### src/rtl/mem_access_unit.sv
// Load/store unit: one outstanding bus access per accepted EX request, with
// lane steering for stores, extraction and extension for loads, and a misalignment trap.
module mem_access_unit #(
  parameter int DATA_WIDTH = 32,
  parameter int ADDR_WIDTH = 32
) (
  input  logic                  clk_i,
  input  logic                  rst_i,
  input  logic                  req_valid_i,
  input  logic [3:0]            mem_op_i,
  input  logic [ADDR_WIDTH-1:0] mem_addr_i,
  input  logic [DATA_WIDTH-1:0] mem_data_i,
  input  logic                  mem_we_i,
  input  logic [4:0]            rd_addr_i,
  output logic                  stall_o,
  output logic                  reg_we_o,
  output logic [4:0]            reg_waddr_o,
  output logic [DATA_WIDTH-1:0] reg_wdata_o,
  output logic                  misalign_o,
  output logic                  bus_req_o,
  output logic                  bus_we_o,
  output logic [ADDR_WIDTH-1:0] bus_addr_o,
  output logic [3:0]            bus_be_o,
  output logic [DATA_WIDTH-1:0] bus_wdata_o,
  input  logic                  bus_gnt_i,
  input  logic                  bus_rvalid_i,
  input  logic [DATA_WIDTH-1:0] bus_rdata_i
);

  localparam logic [1:0] S_IDLE = 2'd0, S_ADDR = 2'd1, S_RESP = 2'd2, S_DONE = 2'd3;

  localparam logic [3:0] OP_NOP = 4'd0, OP_LB = 4'd1, OP_LH = 4'd2, OP_LW = 4'd3,
                         OP_LBU = 4'd4, OP_LHU = 4'd5, OP_SB = 4'd6, OP_SH = 4'd7,
                         OP_SW = 4'd8;

  logic [1:0]            state;
  logic [3:0]            op_q;
  logic [1:0]            off_q;
  logic                  we_q;
  logic [4:0]            rd_q;

  logic                  accept, misaligned, is_byte, is_half;
  logic [3:0]            be_d;
  logic [DATA_WIDTH-1:0] wdata_d, rd_shift, ld_data;

  always_comb begin
    is_byte    = (mem_op_i == OP_LB) || (mem_op_i == OP_LBU) || (mem_op_i == OP_SB);
    is_half    = (mem_op_i == OP_LH) || (mem_op_i == OP_LHU) || (mem_op_i == OP_SH);
    misaligned = (is_half && mem_addr_i[0]) ||
                 (((mem_op_i == OP_LW) || (mem_op_i == OP_SW)) && (mem_addr_i[1:0] != 2'b00));
    accept     = (state == S_IDLE) && req_valid_i && (mem_op_i != OP_NOP);

    if (is_byte)      be_d = 4'b0001 << mem_addr_i[1:0];
    else if (is_half) be_d = 4'b0011 << mem_addr_i[1:0];
    else              be_d = 4'b1111;

    // Stores replicate the low byte/half across every lane; the bus picks via be.
    wdata_d = '0;
    if (mem_we_i) begin
      if (is_byte)
        for (int i = 0; i < DATA_WIDTH/8; i++) wdata_d[8*i +: 8] = mem_data_i[7:0];
      else if (is_half)
        for (int i = 0; i < DATA_WIDTH/16; i++) wdata_d[16*i +: 16] = mem_data_i[15:0];
      else
        wdata_d = mem_data_i;
    end
  end

  always_comb begin
    rd_shift = bus_rdata_i >> {off_q, 3'b000};
    case (op_q)
      OP_LB:   ld_data = {{(DATA_WIDTH-8){rd_shift[7]}}, rd_shift[7:0]};
      OP_LBU:  ld_data = {{(DATA_WIDTH-8){1'b0}}, rd_shift[7:0]};
      OP_LH:   ld_data = {{(DATA_WIDTH-16){rd_shift[15]}}, rd_shift[15:0]};
      OP_LHU:  ld_data = {{(DATA_WIDTH-16){1'b0}}, rd_shift[15:0]};
      default: ld_data = bus_rdata_i;
    endcase
  end

  // Combinational so the pipeline freezes in the same cycle the request is taken.
  assign stall_o = !rst_i && ((accept && !misaligned) || (state == S_ADDR) || (state == S_RESP));

  always_ff @(posedge clk_i) begin
    if (rst_i) begin
      state       <= S_IDLE;
      op_q        <= OP_NOP;
      off_q       <= 2'b00;
      we_q        <= 1'b0;
      rd_q        <= 5'd0;
      reg_we_o    <= 1'b0;
      reg_waddr_o <= 5'd0;
      reg_wdata_o <= '0;
      misalign_o  <= 1'b0;
      bus_req_o   <= 1'b0;
      bus_we_o    <= 1'b0;
      bus_addr_o  <= '0;
      bus_be_o    <= 4'b0000;
      bus_wdata_o <= '0;
    end else begin
      misalign_o  <= 1'b0;
      reg_we_o    <= 1'b0;
      reg_waddr_o <= 5'd0;
      reg_wdata_o <= '0;
      case (state)
        S_IDLE: begin
          if (accept) begin
            if (misaligned) begin
              misalign_o <= 1'b1;
            end else begin
              op_q        <= mem_op_i;
              off_q       <= mem_addr_i[1:0];
              we_q        <= mem_we_i;
              rd_q        <= rd_addr_i;
              bus_req_o   <= 1'b1;
              bus_we_o    <= mem_we_i;
              bus_addr_o  <= {mem_addr_i[ADDR_WIDTH-1:2], 2'b00};
              bus_be_o    <= be_d;
              bus_wdata_o <= wdata_d;
              state       <= S_ADDR;
            end
          end
        end
        S_ADDR: begin
          if (bus_gnt_i) begin
            bus_req_o <= 1'b0;
            state     <= S_RESP;
          end
        end
        S_RESP: begin
          // Write-back is registered here so it appears exactly while in DONE.
          if (bus_rvalid_i) begin
            state <= S_DONE;
            if (!we_q) begin
              reg_we_o    <= 1'b1;
              reg_waddr_o <= rd_q;
              reg_wdata_o <= ld_data;
            end
          end
        end
        default: state <= S_IDLE;
      endcase
    end
  end

endmodule

### config.mk
export PLATFORM = sky130hd
export DESIGN_NAME = mem_access_unit
export DESIGN_NICKNAME = d
export VERILOG_FILES = /design/src/rtl/mem_access_unit.sv
export SDC_FILE = /design/constraint.sdc
export NUM_CORES = 1
export LEC_CHECK = 0
export ABC_AREA = 1
export CELL_PAD_IN_SITES_DETAIL_PLACEMENT = 1
export CELL_PAD_IN_SITES_GLOBAL_PLACEMENT = 1
export CORE_ASPECT_RATIO = 1.2
export CORE_MARGIN = 10
export CORE_UTILIZATION = 26
export CTS_CLUSTER_DIAMETER = 80
export DETAILED_ROUTE_END_ITERATION = 7
export PLACE_DENSITY_LB_ADDON = 0.1
export SLEW_MARGIN = 20
export SYNTH_ARGS = -nofsm -noshare
export SYNTH_HDL_FRONTEND = slang
export SYNTH_SLANG_ARGS = --single-unit
export TNS_END_PERCENT = 50
### constraint.sdc
create_clock -name clk_i -period 1.45 [get_ports clk_i]
set_input_delay 0.145 -clock clk_i [delete_from_list [all_inputs] [get_ports clk_i]]
set_output_delay 0.145 -clock clk_i [all_outputs]
set_load 0.005 [all_outputs]
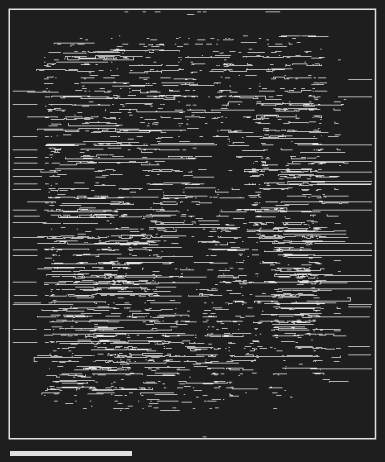
(run_1/met1.png)
The bar under the picture is 50 µm long.
nets with wire on the layer	1022
main direction	horizontal

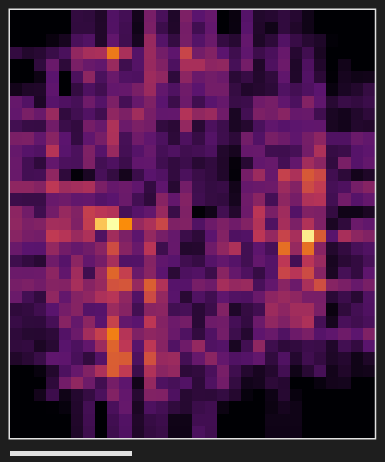
(run_1/wire_density.png)
The bar under the picture is 50 µm long. The die is cut into 30 by 35 equal tiles; black is low, pale yellow is high, scaled to the fullest tile. Values are wire area over tile area, all layers added.
mean over tiles	0.14
fullest tile	0.62
nearly empty tiles	11%

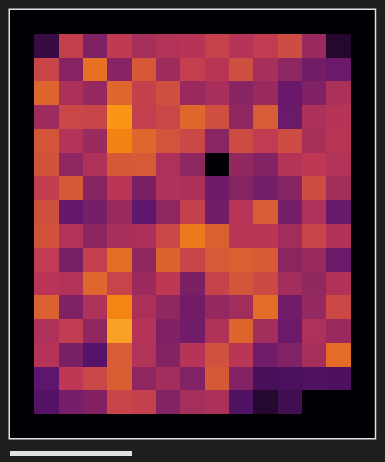
(run_1/density.png)
The bar under the picture is 50 µm long. The die is cut into 15 by 18 equal tiles; black is low, pale yellow is high, 0 to 100% covered.
mean over tiles	35%
fullest tile	79%
emptiest ninth of the die	bottom right
densest ninth of the die	middle
tiles over 75% full	0.70%

-- run 1: logic make-up after synthesis --
group           share of synthesized area
simple gates                        0.284
compound gates                      0.156
flops                               0.456
buf+inv                            0.0873
fa+ha+maj                          0.0166
other cells                      0.000711
-- run 1: sequential cells by signal, indices dropped and copies added (netlist names) --
name,flops
bus_addr_o,30
bus_be_o,4
bus_req_o,1
bus_wdata_o,32
misalign_o,1
off_q,2
op_q,4
rd_q,5
reg_waddr_o,5
reg_wdata_o,32
reg_we_o,1
state,2
we_q,1
-- run 1: cell usage after synthesis, drive strengths merged --
master | count | area, µm²
a21oi | 110 | 551
a31oi | 1 | 6.26
and3 | 1 | 6.26
buf | 24 | 173
clkbuf | 21 | 78.8
conb | 1 | 3.75
dfxtp | 120 | 2400
ha | 7 | 87.6
inv | 55 | 209
nand2 | 266 | 1010
nand3 | 19 | 113
nand3b | 2 | 15.0
nand4 | 3 | 18.8
nor2 | 70 | 283
nor3 | 7 | 35.0
o21ai | 52 | 260
o22ai | 1 | 6.26
or2 | 2 | 12.5
-- run 1: routing by layer --
layer / up-vias / part of all wire
met5: - / 0.00052
met4: 2 / 0.0076
met3: 16 / 0.076
met2: 150 / 0.53
met1: 2712 / 0.38
li1: 2954 / -
-- run 1: worst max-delay path, stage by stage (launching register included) --
cell and delay [ps]:
dfxtp_2 320, inv_2 80, ha_4 150, nand2_2 50, inv_2 50, nand2_2 50, inv_2 70, nand3_4 90
buf_12 160, nor2_4 120, buf_12 140, clkbuf_16 170, nand2_1 50, a21oi_1 120
-- run 1: final timing paths --
kind,end,slack [ps],cells past startpoint
max reg2reg,bus_wdata_o[25],-250,13
min,state[1],20,2
max,bus_wdata_o[25],-250,13
min reg2reg,reg_waddr_o[0],440,2
==> results.toml, run 1 <==
# physical design summary
[setup_path]
required_ps = 1780
cp-start-kind = "flop"
r2r_start = "state[1]"
crit_start = "state[1]"
endpoint_kind = "flop"

[power]
pg_comb_mw = 5.06
p_comb_frac = 0.384
power_leader = "combinational logic"
seqPwrFrac = 0.302
swShare = 0.349
clkPwrFrac = 0.314
p_seq_mw = 3.98
p_int_mw = 8.58
pg_clk_mw = 4.15

[global_route]
grt_max_degree = 66
grt.total_usage = 0.164
antenna_found_initial = 2
overflow = 0
grt_pass1_wl_um = 33800
grt_pass1_vias = 6136
met1_usage = 0.168
grt_util_met2 = 0.303
met3_usage = 0.0684

[run_status]
violations = "negative setup slack"
status = "finished, violations left"

[detailed_routing]
vias = 5834
final_antenna_net_count = 0

[timing]
max_freq_mhz = 587
relSlewSlack = 0.439
layout_setup_ws_ps = -254
finalSetupViolations = 82
rsz0062_at_grt = "yes"
fin_hold_ws_ps = 19.3
clock_skew_ps = 8.77
hold_violations = 0

[clock_tree]
cts_root_buf = "clkbuf_16"
cts_hold_buf = 0
cts_buffer_depth = 2
cts_sinks = 120
cts_tree = "yes"

[layout]
mi_logic_area_um2 = 2820
clock_buffers = 18
inverters_excl_clock = 55
nNonClkBuffers = 291
ff_count = 120
sh_comb_area = 0.298
mostFrequentLayoutCell = "nand2_1"
comb_cells = 543
buf_share = 0.328
drive_gt1_frac = 0.214
syn2layout_area_growth_pct = 79.3
final_cells = 1307
seqCellArea_um2 = 2420
clkCellAreaFrac = 0.0602

[yosys]
yosysWarnings = 0
mappedNetlistArea_um2 = 5270
ys_seq_share = 0.456

[placement]
globalplace.congestion = 0.791
dp_hpwl_um = 16300
postPlaceCellArea_um2 = 8090

[die]
die_area_um2 = 26400
io-pin-count = 221
die_h_um = 176
core-area_um2 = 20100
die-width_um = 150

[worst_hold_path]
hp-start = "rst_i"
hp-class = "in2reg"

[run]
cap_viol_max_count = 0
==> run 2, diff against run 1 <==
- CTS_CLUSTER_DIAMETER: 80 -> 100
==> run 2 against run 1 <==
  * The flow still finishes with violations (negative setup slack)
  * Cell count unchanged
  * Global-route usage did not move
  * Utilization unchanged
  * Routed wire length stayed put
  * Clock-buffer cell count is the same
  * Critical endpoint unchanged
  * Fmax unchanged
  * Setup slack stayed put
  * Die area unchanged
  * Sequential share of layout area did not move
  * Clock skew unchanged
  * Critical path depth unchanged
  * Non-clock buffer count unchanged
==> results.toml, run 2 <==
# physical design summary
[timing]
fin_hold_ws_ps = 19.3
max_freq_mhz = 587
clock_skew_ps = 8.77
layout_setup_ws_ps = -254
hold_violations = 0
maxSlewViolCount = 0
finalSetupViolations = 82
relSlewSlack = 0.439
tightest_slew_ps = 841
rsz0062_at_grt = "yes"

[layout]
reg_top3 = "bus_wdata_o x32, reg_wdata_o x32, bus_addr_o x30"
final_cells = 1307
postLayoutCoreUtil = 0.470
n_fill_cell = 2423
lay_top_cells = "nand2_1, clkdlybuf4s50_1, dfxtp_1"
mostFrequentLayoutCell = "nand2_1"
syn2layout_area_growth_pct = 79.3
fin_nets = 1146
drive_gt1_frac = 0.214

[yosys]
top_cells_by_area = "dfxtp_1, nand2_1, a21oi_1, nor2_1, o21ai_0"
yosysChipArea_um2 = 5270
edf_count = 0
top_area_cell = "dfxtp_1"
syn_area_per_cell_um2 = 6.92
ff_type = "dfxtp_1"
yosysMostFrequentCell = "nand2_1"
yosysWarnings = 0
mappedNetlistArea_um2 = 5270
ys_top_cells_by_count = "nand2_1, dfxtp_1, a21oi_1, nor2_1, inv_1"
synth_flops = 120
async_flop_share = 0
ys_seq_share = 0.456
synth_cell_type_count = 29
yosysTopAreaCellShare = 0.456

[setup_path]
worst-path-buf-inv = 6
path_delay_family = "buffers and inverters"
endpoint_kind = "flop"
crit_slowest_cell = "dfxtp_2"
cp-start-kind = "flop"
cp_cell_sequence = "inv_2 > ha_4 > nand2_2 > inv_2 > nand2_2 > inv_2 > nand3_4 > buf_12 > nor2_4 > buf_12 > clkbuf_16 > nand2_1 > a21oi_1"
max_stage_delay_ps = 320
required_ps = 1780
crit_top_cell = "inv_2"

[global_route]
grt_max_degree = 66
antenna_found_initial = 2
grt.total_usage = 0.164
grt_pass1_vias = 6136
overflow = 0
grt_pass1_wl_um = 33800

[power]
p_comb_frac = 0.384
seqPwrFrac = 0.302
swShare = 0.349
p_int_mw = 8.58
clkPwrFrac = 0.314
p_leak_nw = 4.61
p_switching_mw = 4.60

[clock_tree]
clkSlewWorstSetupHoldPaths_ps = 60
clock_latency_ps = 420
cts_buffer_depth = 2
cts_sinks = 120
cts_root_buf = "clkbuf_16"
cts_tree = "yes"

[detailed_routing]
vias = 5834
drt_first_pass_iters = 4
drc = 0
final_antenna_net_count = 0

[placement]
postPlaceCellArea_um2 = 8090
globalplace.congestion = 0.791
port_buffers = 218
dp_hpwl_um = 16300

[die]
io-pin-count = 221
die_h_um = 176
die_area_um2 = 26400
die-width_um = 150
core.rowCount = 57
core-area_um2 = 20100

[run_status]
status = "finished, violations left"
violations = "negative setup slack"

[worst_hold_path]
hp-class = "in2reg"

[run]
cap_viol_max_count = 0
run 2: final cells by class:
class	instances	area, µm²	share of cell area
tap	265	332	0.0351
timing repair buffer	291	3100	0.328
inverter	55	209	0.0221
antenna	1	2.50	0.000265
clock inverter	14	140	0.0148
multi-input combinational	543	2820	0.298
sequential	120	2420	0.256
clock buffer	18	429	0.0454
run 2: metal layers:
layer | track usage | routed length, µm | vias to the layer above
met1 | 0.168 | 8830 | 2712
met5 | 0 | 12 | -
li1 | - | - | 2954
met3 | 0.0684 | 1760 | 16
met4 | 0.0361 | 174 | 2
met2 | 0.303 | 12200 | 150
run 2: path summary, 6_finish.rpt:
check        startpoint              end  slack, ps  cells after the start
max reg2reg    state[1]  bus_wdata_o[25]       -250                     13
min               rst_i         state[1]         20                      2
min reg2reg     rd_q[0]   reg_waddr_o[0]        440                      2
max            state[1]  bus_wdata_o[25]       -250                     13
run 2: power by group through the flow:
| stage | Clock (mW) | Sequential, mW | Combinational (mW) |
|---|---|---|---|
| 2_1_floorplan | 0 | 4.00 | 2.08 |
| 3_3_place_gp | 0 | 3.98 | 4.16 |
| 3_5_place_dp | 0 | 3.99 | 4.19 |
| 4_1_cts | 4.25 | 3.93 | 4.35 |
| 5_1_grt | 4.41 | 4.03 | 5.58 |
| 6_report | 4.15 | 3.98 | 5.06 |
run 2: cells by family after synthesis:
group | synth area share
other cells | 0.000711
flops | 0.456
simple gates | 0.284
buf+inv | 0.0873
fa+ha+maj | 0.0166
compound gates | 0.156
run 2: what timing repair did:
item,4_1_cts,5_1_grt
gates resized,56,167
hold endpoints to repair,0,0
setup buffers,2,5
gates cloned,1,10
endpoints found under the setup margin,146,150
pin swaps,5,18
hold buffers,0,0
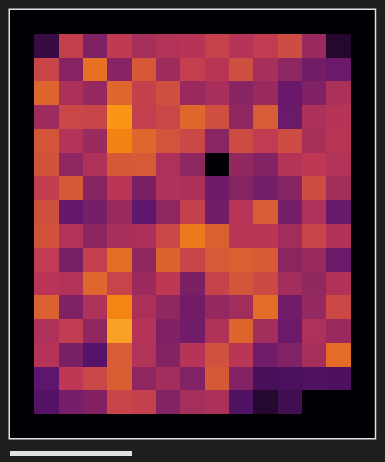
(run_2/density.png)
The bar under the picture is 50 µm long. The die is cut into 15 by 18 equal tiles; black is low, pale yellow is high, 0 to 100% covered.
mean over tiles	35%
fullest tile	79%
emptiest ninth of the die	bottom right

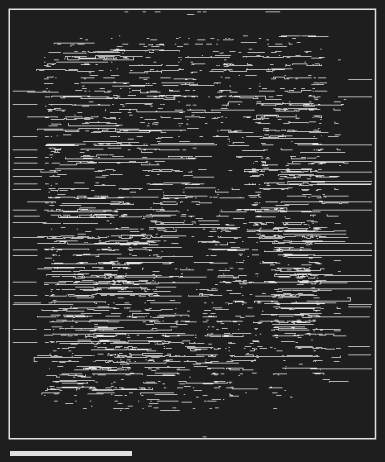
(run_2/met1.png)
The bar under the picture is 50 µm long.
nets with wire on the layer	1022
longest straight run	49.2 µm
main direction	horizontal
share of all routed wire	38%
wire length on this layer	8830 µm

No activity file was given, so power comes from the tool's default toggle rates.
